### config.mk
export PLATFORM = sky130hd
export DESIGN_NAME = load_store_unit
export DESIGN_NICKNAME = d
export VERILOG_FILES = /design/src/rtl/load_store_unit.sv
export SDC_FILE = /design/constraint.sdc
export NUM_CORES = 1
export LEC_CHECK = 0
export ABC_AREA = 0
export CAP_MARGIN = 20
export CORE_ASPECT_RATIO = 2
export CORE_MARGIN = 4
export CORE_UTILIZATION = 30
export CTS_BUF_LIST = sky130_fd_sc_hd__clkbuf_16
export CTS_CLUSTER_SIZE = 24
export DETAILED_ROUTE_END_ITERATION = 6
export PLACE_DENSITY = 0.64
export SYNTH_ARGS = -nofsm -noshare
export SYNTH_HDL_FRONTEND = slang
export SYNTH_SLANG_ARGS = --single-unit
### constraint.sdc
create_clock -name clk -period 4.6 [get_ports clk]
set_clock_uncertainty 0.2 [all_clocks]
set_input_delay 1.38 -clock clk [delete_from_list [all_inputs] [get_ports clk]]
set_output_delay 1.38 -clock clk [all_outputs]
set_load 0.03 [all_outputs]
### src/rtl/load_store_unit.sv
// Load/store unit: takes the ALU result as the effective address, issues one
// byte/half/word access to a data-memory port that may insert wait states,
// aligns and extends load data, and stalls the core until completion or fault.
//
// state  | meaning
// -------+---------------------------------------------------------------
// IDLE   | waiting for a request; decode and fault-check on valid
// ACCESS | mem_req held until mem_ready or the wait-state timer expires
// DONE   | one-cycle completion pulse, load_data updated
// ERR    | one-cycle completion pulse with err and err_code
module load_store_unit #(
  parameter int ADDR_W  = 32,
  parameter int TIMEOUT = 255,
  parameter int CNT_W   = 8
) (
  input  logic              clk,
  input  logic              reset,
  input  logic              valid,
  input  logic              is_load,
  input  logic              is_store,
  input  logic [2:0]        funct3,
  input  logic [ADDR_W-1:0] addr,
  input  logic [ADDR_W-1:0] wdata,
  output logic              mem_req,
  output logic              mem_we,
  output logic [ADDR_W-1:0] mem_addr,
  output logic [ADDR_W-1:0] mem_wdata,
  output logic [3:0]        mem_be,
  input  logic              mem_ready,
  input  logic [ADDR_W-1:0] mem_rdata,
  output logic              stall,
  output logic              done,
  output logic [ADDR_W-1:0] load_data,
  output logic              err,
  output logic [1:0]        err_code
);

  typedef enum logic [1:0] {IDLE, ACCESS, DONE, ERR} state_t;

  // The wait-state timer counts down from TIMEOUT-1; reaching zero without
  // mem_ready means the access has used all TIMEOUT cycles.
  localparam logic [CNT_W-1:0] CNT_START = CNT_W'(TIMEOUT - 1);

  state_t            state_q, state_d;
  logic [CNT_W-1:0]  cnt_q, cnt_d;
  logic [1:0]        code_q, code_d;
  logic [ADDR_W-1:0] addr_q, wdata_q, load_data_q;
  logic [2:0]        funct3_q;
  logic              we_q;

  logic              req_start, legal_load, legal_store, illegal, misaligned;
  logic [ADDR_W-1:0] lane, load_ext;
  logic [3:0]        be_base;

  // Request decode and fault classification on the live inputs (used in IDLE only)
  always_comb begin
    req_start   = valid & (is_load | is_store);
    legal_load  = 1'b0;
    legal_store = 1'b0;
    case (funct3)
      3'b000, 3'b001, 3'b010: begin
        legal_load  = 1'b1;
        legal_store = 1'b1;
      end
      3'b100, 3'b101: legal_load = 1'b1;
      default: ;
    endcase
    illegal    = (is_load & is_store) | (is_load & ~legal_load) | (is_store & ~legal_store);
    misaligned = ((funct3[1:0] == 2'b01) & addr[0]) |
                 ((funct3[1:0] == 2'b10) & (addr[1:0] != 2'b00));
  end

  // Next-state, timer and fault-code logic
  always_comb begin
    state_d = state_q;
    cnt_d   = cnt_q;
    code_d  = code_q;
    case (state_q)
      IDLE: begin
        if (req_start) begin
          if (illegal) begin
            state_d = ERR;
            code_d  = 2'b10;
          end else if (misaligned) begin
            state_d = ERR;
            code_d  = 2'b01;
          end else begin
            state_d = ACCESS;
            cnt_d   = CNT_START;
          end
        end
      end
      ACCESS: begin
        // ready on the last allowed cycle still completes normally
        if (mem_ready) begin
          state_d = DONE;
        end else if (cnt_q == '0) begin
          state_d = ERR;
          code_d  = 2'b11;
        end else begin
          cnt_d = cnt_q - 1'b1;
        end
      end
      DONE:    state_d = IDLE;
      ERR:     state_d = IDLE;
      default: state_d = IDLE;
    endcase
  end

  // State register, timer and fault code
  always_ff @(posedge clk or posedge reset) begin
    if (reset) begin
      state_q <= IDLE;
      cnt_q   <= '0;
      code_q  <= 2'b00;
    end else begin
      state_q <= state_d;
      cnt_q   <= cnt_d;
      code_q  <= code_d;
    end
  end

  // Request latch: inputs are frozen at acceptance so later changes are ignored
  always_ff @(posedge clk or posedge reset) begin
    if (reset) begin
      addr_q   <= '0;
      wdata_q  <= '0;
      funct3_q <= 3'b000;
      we_q     <= 1'b0;
    end else if (state_q == IDLE && req_start) begin
      addr_q   <= addr;
      wdata_q  <= wdata;
      funct3_q <= funct3;
      we_q     <= is_store;
    end
  end

  // Load lane extraction and sign/zero extension
  always_comb begin
    lane = mem_rdata >> {addr_q[1:0], 3'b000};
    case (funct3_q)
      3'b000:  load_ext = {{(ADDR_W-8){lane[7]}}, lane[7:0]};
      3'b001:  load_ext = {{(ADDR_W-16){lane[15]}}, lane[15:0]};
      3'b100:  load_ext = {{(ADDR_W-8){1'b0}}, lane[7:0]};
      3'b101:  load_ext = {{(ADDR_W-16){1'b0}}, lane[15:0]};
      default: load_ext = lane;
    endcase
  end

  // Load result register, held until the next completed load
  always_ff @(posedge clk or posedge reset) begin
    if (reset) begin
      load_data_q <= '0;
    end else if (state_q == ACCESS && mem_ready && !we_q) begin
      load_data_q <= load_ext;
    end
  end

  // Memory port: driven only in ACCESS, zero otherwise
  always_comb begin
    mem_req   = 1'b0;
    mem_we    = 1'b0;
    mem_addr  = '0;
    mem_wdata = '0;
    mem_be    = 4'b0000;
    case (funct3_q[1:0])
      2'b00:   be_base = 4'b0001;
      2'b01:   be_base = 4'b0011;
      default: be_base = 4'b1111;
    endcase
    if (state_q == ACCESS) begin
      mem_req  = 1'b1;
      mem_we   = we_q;
      mem_addr = {addr_q[ADDR_W-1:2], 2'b00};
      mem_be   = be_base << addr_q[1:0];
      case (funct3_q[1:0])
        2'b00:   mem_wdata = {(ADDR_W/8){wdata_q[7:0]}};
        2'b01:   mem_wdata = {(ADDR_W/16){wdata_q[15:0]}};
        default: mem_wdata = wdata_q;
      endcase
    end
  end

  // Core handshake outputs; stall is forced low while reset is asserted
  always_comb begin
    stall     = ~reset & valid &
                ((state_q == ACCESS) | ((state_q == IDLE) & (is_load | is_store)));
    done      = (state_q == DONE) | (state_q == ERR);
    err       = (state_q == ERR);
    err_code  = (state_q == ERR) ? code_q : 2'b00;
    load_data = load_data_q;
  end

endmodule

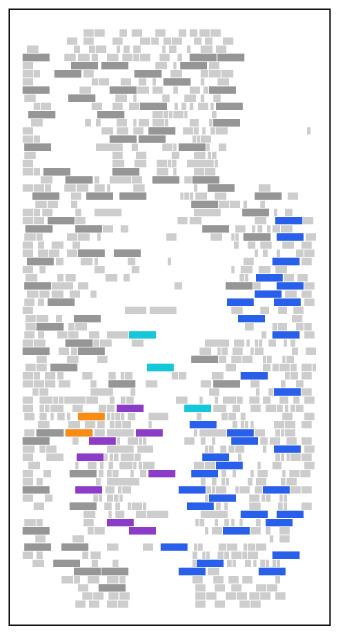
Figure 1: run 1, sequential cells colored by netlist name.
Drawn at 3 px/µm.
[load_data] blue | sequential cells: 32
[code_q] orange | sequential cells: 2
[cnt_q] purple | sequential cells: 8
[funct3_q] cyan | sequential cells: 3
fraction of area in registers: 0.332
footprint of the flip-flops and latches: 2800 µm²
post-layout util: 0.447

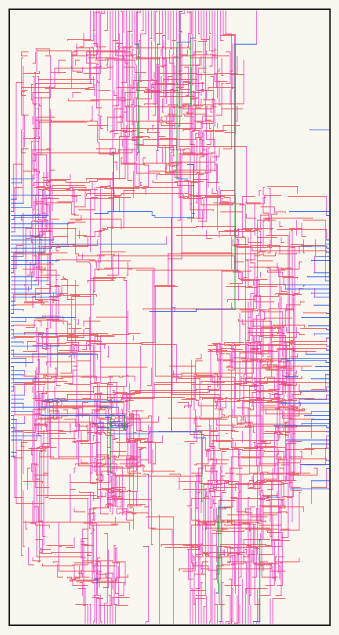
Figure 2: run 1, metal layers overlaid.
Drawn at 3 px/µm.
[met1] red | wire length: 7160 µm
[met4] green | wire length: 516 µm
[met3] blue | wire length: 1050 µm
[met2] magenta | wire length: 10000 µm
total length of routed wires: 18.8 mm
routed len/inst: 18.6 µm

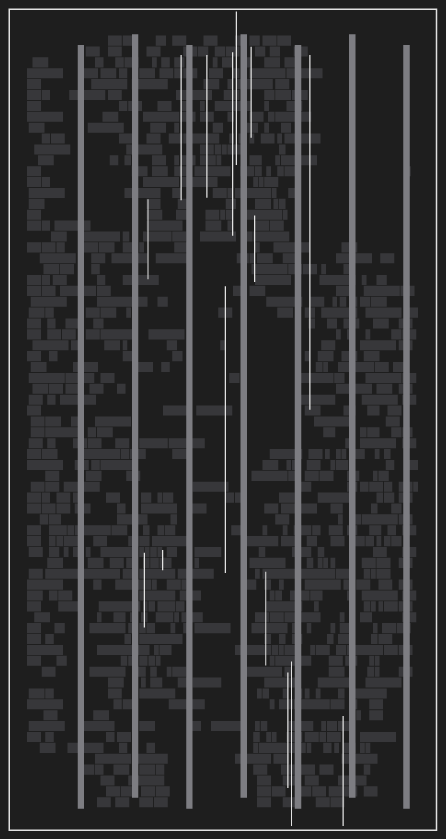
Figure 3: run 1, the metal 4 layer.
Drawn at 4 px/µm. Supply wires on this layer in gray. Cells faint in the background.
main direction: vertical
nets with wire on the layer: 12
number of vias after detailed routing: 4949

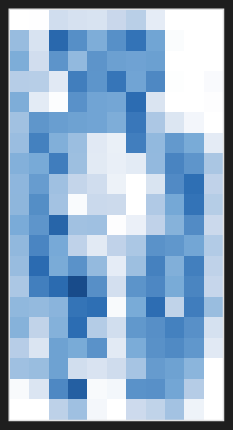
Figure 4: run 1, local utilization.
Drawn at 2 px/µm. 11 x 20 tiles, from white (low) to dark blue (high), 0 to 100% covered.
emptiest ninth of the die: north-east
fullest tile: 89%
nearly empty tiles: 12%
mean over tiles: 37%
floorplan-stage core utilization: 0.307
placeable core region: 18900 µm²

==> commit_impl_results.txt, run 1 <==
Update PnR metrics after Yosys + OpenROAD run

* Most heavily used metal layer in global routing: met2
- The number of sequential cells reported for the layout is 112.
- The report puts the hold buffer count at CTS at 0.
- Max-area cell share: 0.482
* Resized cells post-CTS: 0
* CP cell instances: clkdlybuf4s50_1, nor3_1, nor4b_1, buf_4
- For the final routed database, the setup TNS stands at 0 ns.
* Leading cell types in the layout, fill and taps excluded: clkdlybuf4s50_1 (179), dfrtp_1 (112), mux2_2 (79)
* CTS clk-pin slew, worst paths: 0.07 ns
* Root Driver: clkbuf_16
* Run status: finished clean
- Power density over the cells: 703 nW/µm²
- Recorded from the global router log, the overflow total was 0.
- Of the total standard cell area in the layout, the multi-input combinational portion is 0.330.
* Family with the most delay on the worst path: buffers and inverters
- Clk pwr: 785 µW
- Counting flops with a built-in enable in the synthesized netlist gives 0.
- For met1 alone, demand over resource in global routing was 0.195.
* Start of the worst register-to-register path: addr_q[0]
* IO Count: 212
- The detailed router reports a met2 wire length of 10.0 mm.
- The detailed router reports a met3 wire length of 1.05 mm.
- The worst setup path is captured at an output pin.
* Post-route worst setup slack: 0.489 ns
- Worst setup slack for register-to-register paths: 1.66 ns
* Number of remaining DRC errors: 0
* Worst slew slack as a fraction of its limit: 0.433
- According to the finish report, the design has a final net count of 858.
* Combinational Power: 3.29 mW
- Share of layout cells above drive strength 1: 0.204
* Part of the power in combinational logic: 0.553
- Number of signal-net buffers in the layout: between 200 and 250
- Diodes inserted: 0
- Top cells by instance count after synthesis: dfrtp_1 (112), mux2_2 (79), nor2_1 (63), nand2_1 (47), a21oi_1 (46)
* Leakage Power: 3.61 nW
* Top cell category: flip-flops and latches
* Mapped Cells: 555
* Top flip-flop cell by instance count after synthesis: dfrtp_1
* Inverters, non-clock: 8
* Number of cells on the worst reg-to-reg path: 6
- Note, the detailed placer reported a final HPWL of around 14 mm.
- FA/HA/MAJ Cells, Area Fraction: 0.00430
- In this run the worst hold path is classified as register to register.
- Tapcell Cnt: about 260
- The critical path endpoint has a required time of 3.02 ns.
* Chip Area: 21800 µm²
* Fraction of power spent switching nets: 0.431
- Buffer levels on the longest clock path: 2
- Looking at the critical path, the single cell with the biggest stage delay is clkdlybuf4s50_1.
* Cell count of the worst hold path: 1
- Number of cell instances after yosys synthesis: 555
* Count of filler cells inserted in the layout: 1876
- Per the placement report, the placed cell count is 995.
- Among the non-sequential cells, multiplexers take the most area.
- In the hold report, the worst path ends at addr_q[5].
- Ranked by power, first place goes to combinational cells.
==> run 1 -> run 2 <==
Settings changed: CORE_MARGIN 4 to default.
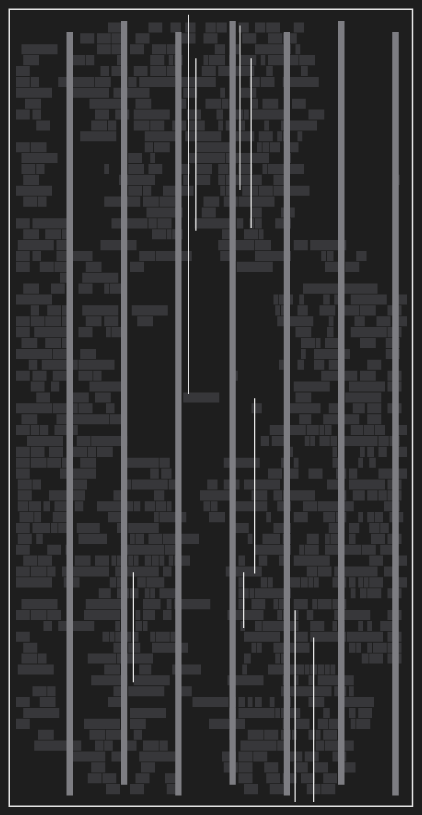
Figure 5: run 2, the metal 4 layer.
Drawn at 4 px/µm. Supply wires on this layer in gray. Cells faint in the background.
longest straight run: 94.5 µm
wire length on this layer: 393 µm
share of all routed wire: 2.2%
main direction: vertical
total length of routed wires: 17.8 mm
number of vias after detailed routing: 4893

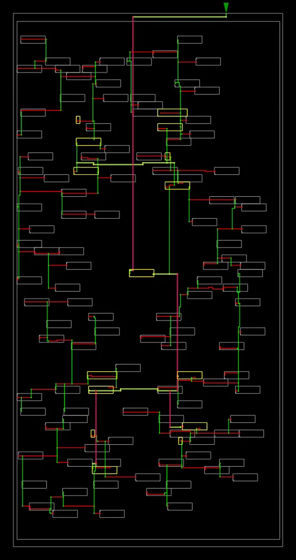
Figure 6: run 2, clock nets.
total of clock buffers placed in the layout: 9
TritonCTS Buffers: 9

==> commit_impl_results.txt, run 2 <==
Update PnR metrics after Yosys + OpenROAD run

- The flow ran to the end, and the final reports show no timing, DRC or antenna violations.
* CTS clk-pin slew, worst paths: 0.07 ns
- Top cell category: flip-flops and latches
* Routed len/inst: 17.7 µm
- FA/HA/MAJ Cells, Area Fraction: 0.00430
- For this design, Yosys synthesis ends with a cell count of 555.
- Once placement completed, the tool counted placed cells totaling 991.
- Worst setup slack for register-to-register paths: 2.03 ns
* Max-area cell share: 0.482
* End point of the critical path: stall
* Chip Area: 20000 µm²
- The global router reports that the layer with the highest usage is met2.
* Met3 GRT Util: 0.0337
- Count of filler cells inserted in the layout: approximately 1900
* Number of unique standard cell types used by synthesis: 51
- Per the timing report, the most critical flop-to-flop path originates at funct3_q[0].
- Checking hold timing, the worst path is listed with class register to register.
* Post-route worst setup slack: 0.555 ns
- Power density over the cells: 706 nW/µm²
- On the critical path, the stage with the largest delay is an instance of clkdlybuf4s50_1.
- Floorplan-stage core utilization: 0.307
* Count of final hold-check violations: 0
* Kind of capture point of the worst setup path: output pin
- Number of enable-type register cells in the synthesized netlist: 0
- On met1, the global router reports a usage of 0.208.
* Data required time of the critical path: 3.02 ns
* Met2 Routed Length: between 9 and 10 mm
* Share of layout cells above drive strength 1: 0.196
- Setup TNS: 0 ns
- Looking at the hold checks, the worst path lands on addr_q[29].
- Tapcell Cnt: between 200 and 300
- The layout report lists the combined flip-flop and latch area as 2800 µm².
- Registers represent a cell area share of 0.334.
* Clk pwr: 828 µW
- The group that draws the most power in this run is combinational cells.
- The longest clock path from root to sink contains 2 buffers.
* Die span in y: 199 µm
* Inverters, non-clock: 8
- Family with the most delay on the worst path: buffers and inverters
* Combinational family with the most area after synthesis: multiplexers
- Number of cells on the worst reg-to-reg path: 5
- Met3 wirelength from detailed routing: between 700 and 800 µm
- Based on the critical path, the design can be clocked at up to about 250 MHz.
* Flip-flops: around 110
- Worst slew slack as a fraction of its limit: 0.470
- Fraction of power spent switching nets: 0.427
- Part of the power in combinational logic: 0.548
- Combinational Power: 3.25 mW
- Cell count of the worst hold path: 1
- Once detailed placement completed, the half-perimeter wirelength came to approximately 13 mm.
- Mapped Cells: 555
- Remaining Overflow, GRT: 0
- The report lists the cells along the critical path as clkdlybuf4s50_1, nor3_1, nor4b_1, buf_4.
- Multi-input logic gates represent a cell area share of 0.332.
* Leading cell types in the layout, fill and taps excluded: clkdlybuf4s50_1 (179), dfrtp_1 (112), mux2_2 (79)
- Gates resized during post-CTS repair numbered 0.
* Post-CTS Hold Buffers: 0
- Number of signal-net buffers in the layout: roughly 220
- The initial antenna violation count came to 0.
- Leakage Power: 3.59 nW
* Net count reported at finish: 854
* Top cells by instance count after synthesis: dfrtp_1 (112), mux2_2 (79), nor2_1 (63), nand2_1 (47), a21oi_1 (46)
* Top flip-flop cell by instance count after synthesis: dfrtp_1
- Buffer and inverter count on the worst path: 2
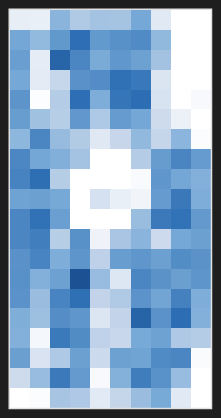
Figure 7: run 2, local utilization.
Drawn at 2 px/µm. 10 x 20 tiles, from white (low) to dark blue (high), 0 to 100% covered.
emptiest ninth of the die: north-east
mean over tiles: 40%
nearly empty tiles: 12%
fullest tile: 86%
tiles over 75% full: 3.0%
post-layout util: 0.444

==> run 2 -> run 3 <==
Settings changed: CORE_UTILIZATION 30 to 41, PLACE_DENSITY 0.64 to 0.82.
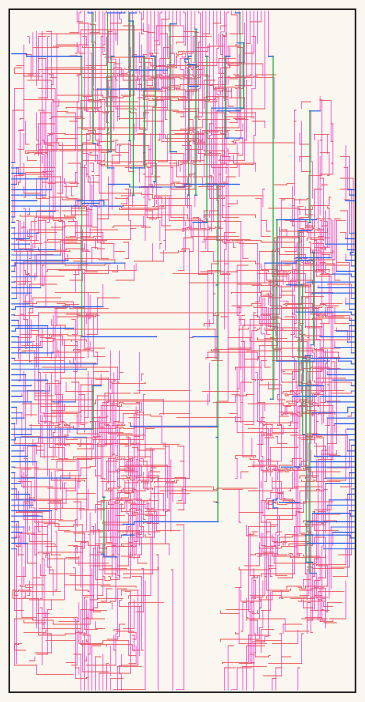
Figure 8: run 3, metal layers overlaid.
Drawn at 4 px/µm.
[met3] blue | wire length: 1120 µm
[met1] red | wire length: 6090 µm
[met4] green | wire length: 974 µm
[met2] magenta | wire length: 9250 µm
total length of routed wires: 17.4 mm
routed len/inst: 18.5 µm
number of vias after detailed routing: 5046

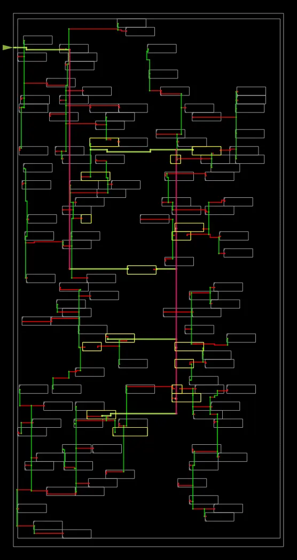
Figure 9: run 3, clock nets.
Skew-Pair Late Insertion Delay: 0.35 ns
clk pwr: 834 µW
flip-flops: 112

==> commit_impl_results.txt, run 3 <==
Update PnR metrics after Yosys + OpenROAD run

- Chip Area: 14700 µm²
- Per STA, the worst path is made up of clkdlybuf4s50_1, nor3_1, nor4b_1, buf_4.
- Per the timing report, the most critical flop-to-flop path originates at state_q[1].
- Count of filler cells inserted in the layout: 1176
- Of the total synthesized cell area, the portion taken by AND, OR, NAND and NOR gates is 0.156.
- Resized cells post-CTS: 0
- On the critical path the largest part of the delay comes from buffers and inverters.
- Kind of capture point of the worst setup path: output pin
- Share of the final layout cell area in multi-input gates: 0.335
- For flop-to-flop paths, the worst setup slack is 1.97 ns.
* Top flip-flop cell by instance count after synthesis: dfrtp_1
- Remaining Overflow, GRT: 0
* Post-route worst setup slack: 0.531 ns
* End point of the critical path: stall
- Net count reported at finish: 853
* Top cell category: flip-flops and latches
* Fraction of area in registers: 0.336
- Derived from the worst setup path, the maximum achievable clock frequency is around 250 MHz.
* Cell type of the slowest stage on the worst timing path: clkdlybuf4s50_1
- Measured in cells, the most critical reg-to-reg path has a length of 6.
* Leakage Power: 3.59 nW
- The finished layout reports a core utilization of 0.600.
* Setup TNS: 0 ns
- In this run, power in combinational logic comes to 3.27 mW.
- The final timing report lists a hold violation count of 0.
- The HPWL after detailed placement is 13.1 mm.
- Number of cell instances after yosys synthesis: 555
- Worst min-delay path class: register to register
- The number of cells on the worst hold path is listed as 1.
* Non-Filler Instances: 940
- The tree is rooted in a clkbuf_16.
- Number of unique standard cell types used by synthesis: 51
* Hold Path Sink: load_data[20]
- IO Count: 212
- The script computed the net switching share of total power as 0.434.
* Tapcell Cnt: 189
- Largest power group: combinational cells
* Number of signal-net buffers in the layout: 221
* Main area contributors after synthesis: dfrtp_1 (48%), mux2_2 (15%), mux2i_1 (5.7%), and3_1 (4.4%), nor2_1 (4.1%)
- In the floorplan report the effective utilization is 0.418.
- For the worst setup path, the data required time is 3.02 ns.
- The layout report lists the combined flip-flop and latch area as 2800 µm².
- Combinational family with the most area after synthesis: multiplexers
* Total of clock buffers placed in the layout: 9
- Counting instances in the post-synthesis netlist gives the leading cell types as dfrtp_1 (112), mux2_2 (79), nor2_1 (63), nand2_1 (47), a21oi_1 (46).
* Post-CTS Hold Buffers: 0
* Met2 Routed Length: 9.25 mm
* Number of enable-type register cells in the synthesized netlist: 0
* Number of remaining DRC errors: 0
- FA/HA/MAJ Cells, Area Fraction: 0.00430
* Number of instances in the placed design: 924
- Met1 track demand over resource: 0.246
- On the worst setup and hold paths after CTS, the clock-pin slew comes to around 0.07 ns.
* Die span in y: roughly 170 µm
- In this run, CTS created clock tree buffers numbering 9.
* Leading cell types in the layout, fill and taps excluded: clkdlybuf4s50_1 (179), dfrtp_1 (112), mux2_2 (79)
* Part of the power in combinational logic: 0.549
- In the global route stage, met3 resource usage came out at 0.0601.
- H-tree level count: 3
* Mapped Cells: 555
- The area fraction of the largest cell type after synthesis is 0.482.
* Run status: finished clean
* Worst slew slack as a fraction of its limit: 0.423
* Placeable core region: 13900 µm²
* Most heavily used metal layer in global routing: met2
- Number of antenna violations at the first check in global routing: 0
- The number of antenna diodes in the final layout is 0.
- Power density over the cells: 715 nW/µm²
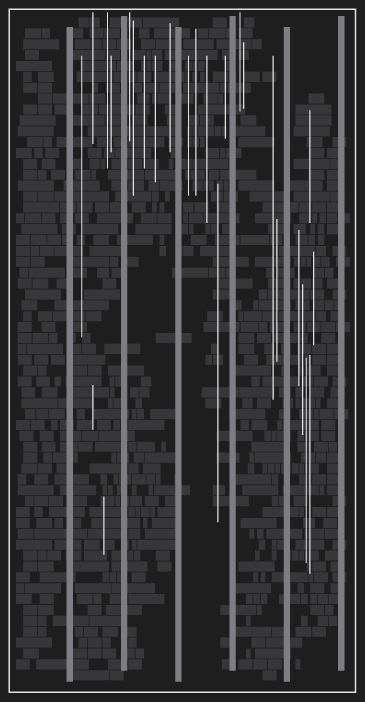
Figure 10: run 3, the metal 4 layer.
Drawn at 4 px/µm. Supply wires on this layer in gray. Cells faint in the background.
main direction: vertical
share of all routed wire: 5.6%
longest straight run: 85.7 µm
wire length on this layer: 974 µm
nets with wire on the layer: 26

No activity file was given, so power comes from the tool's default toggle rates.
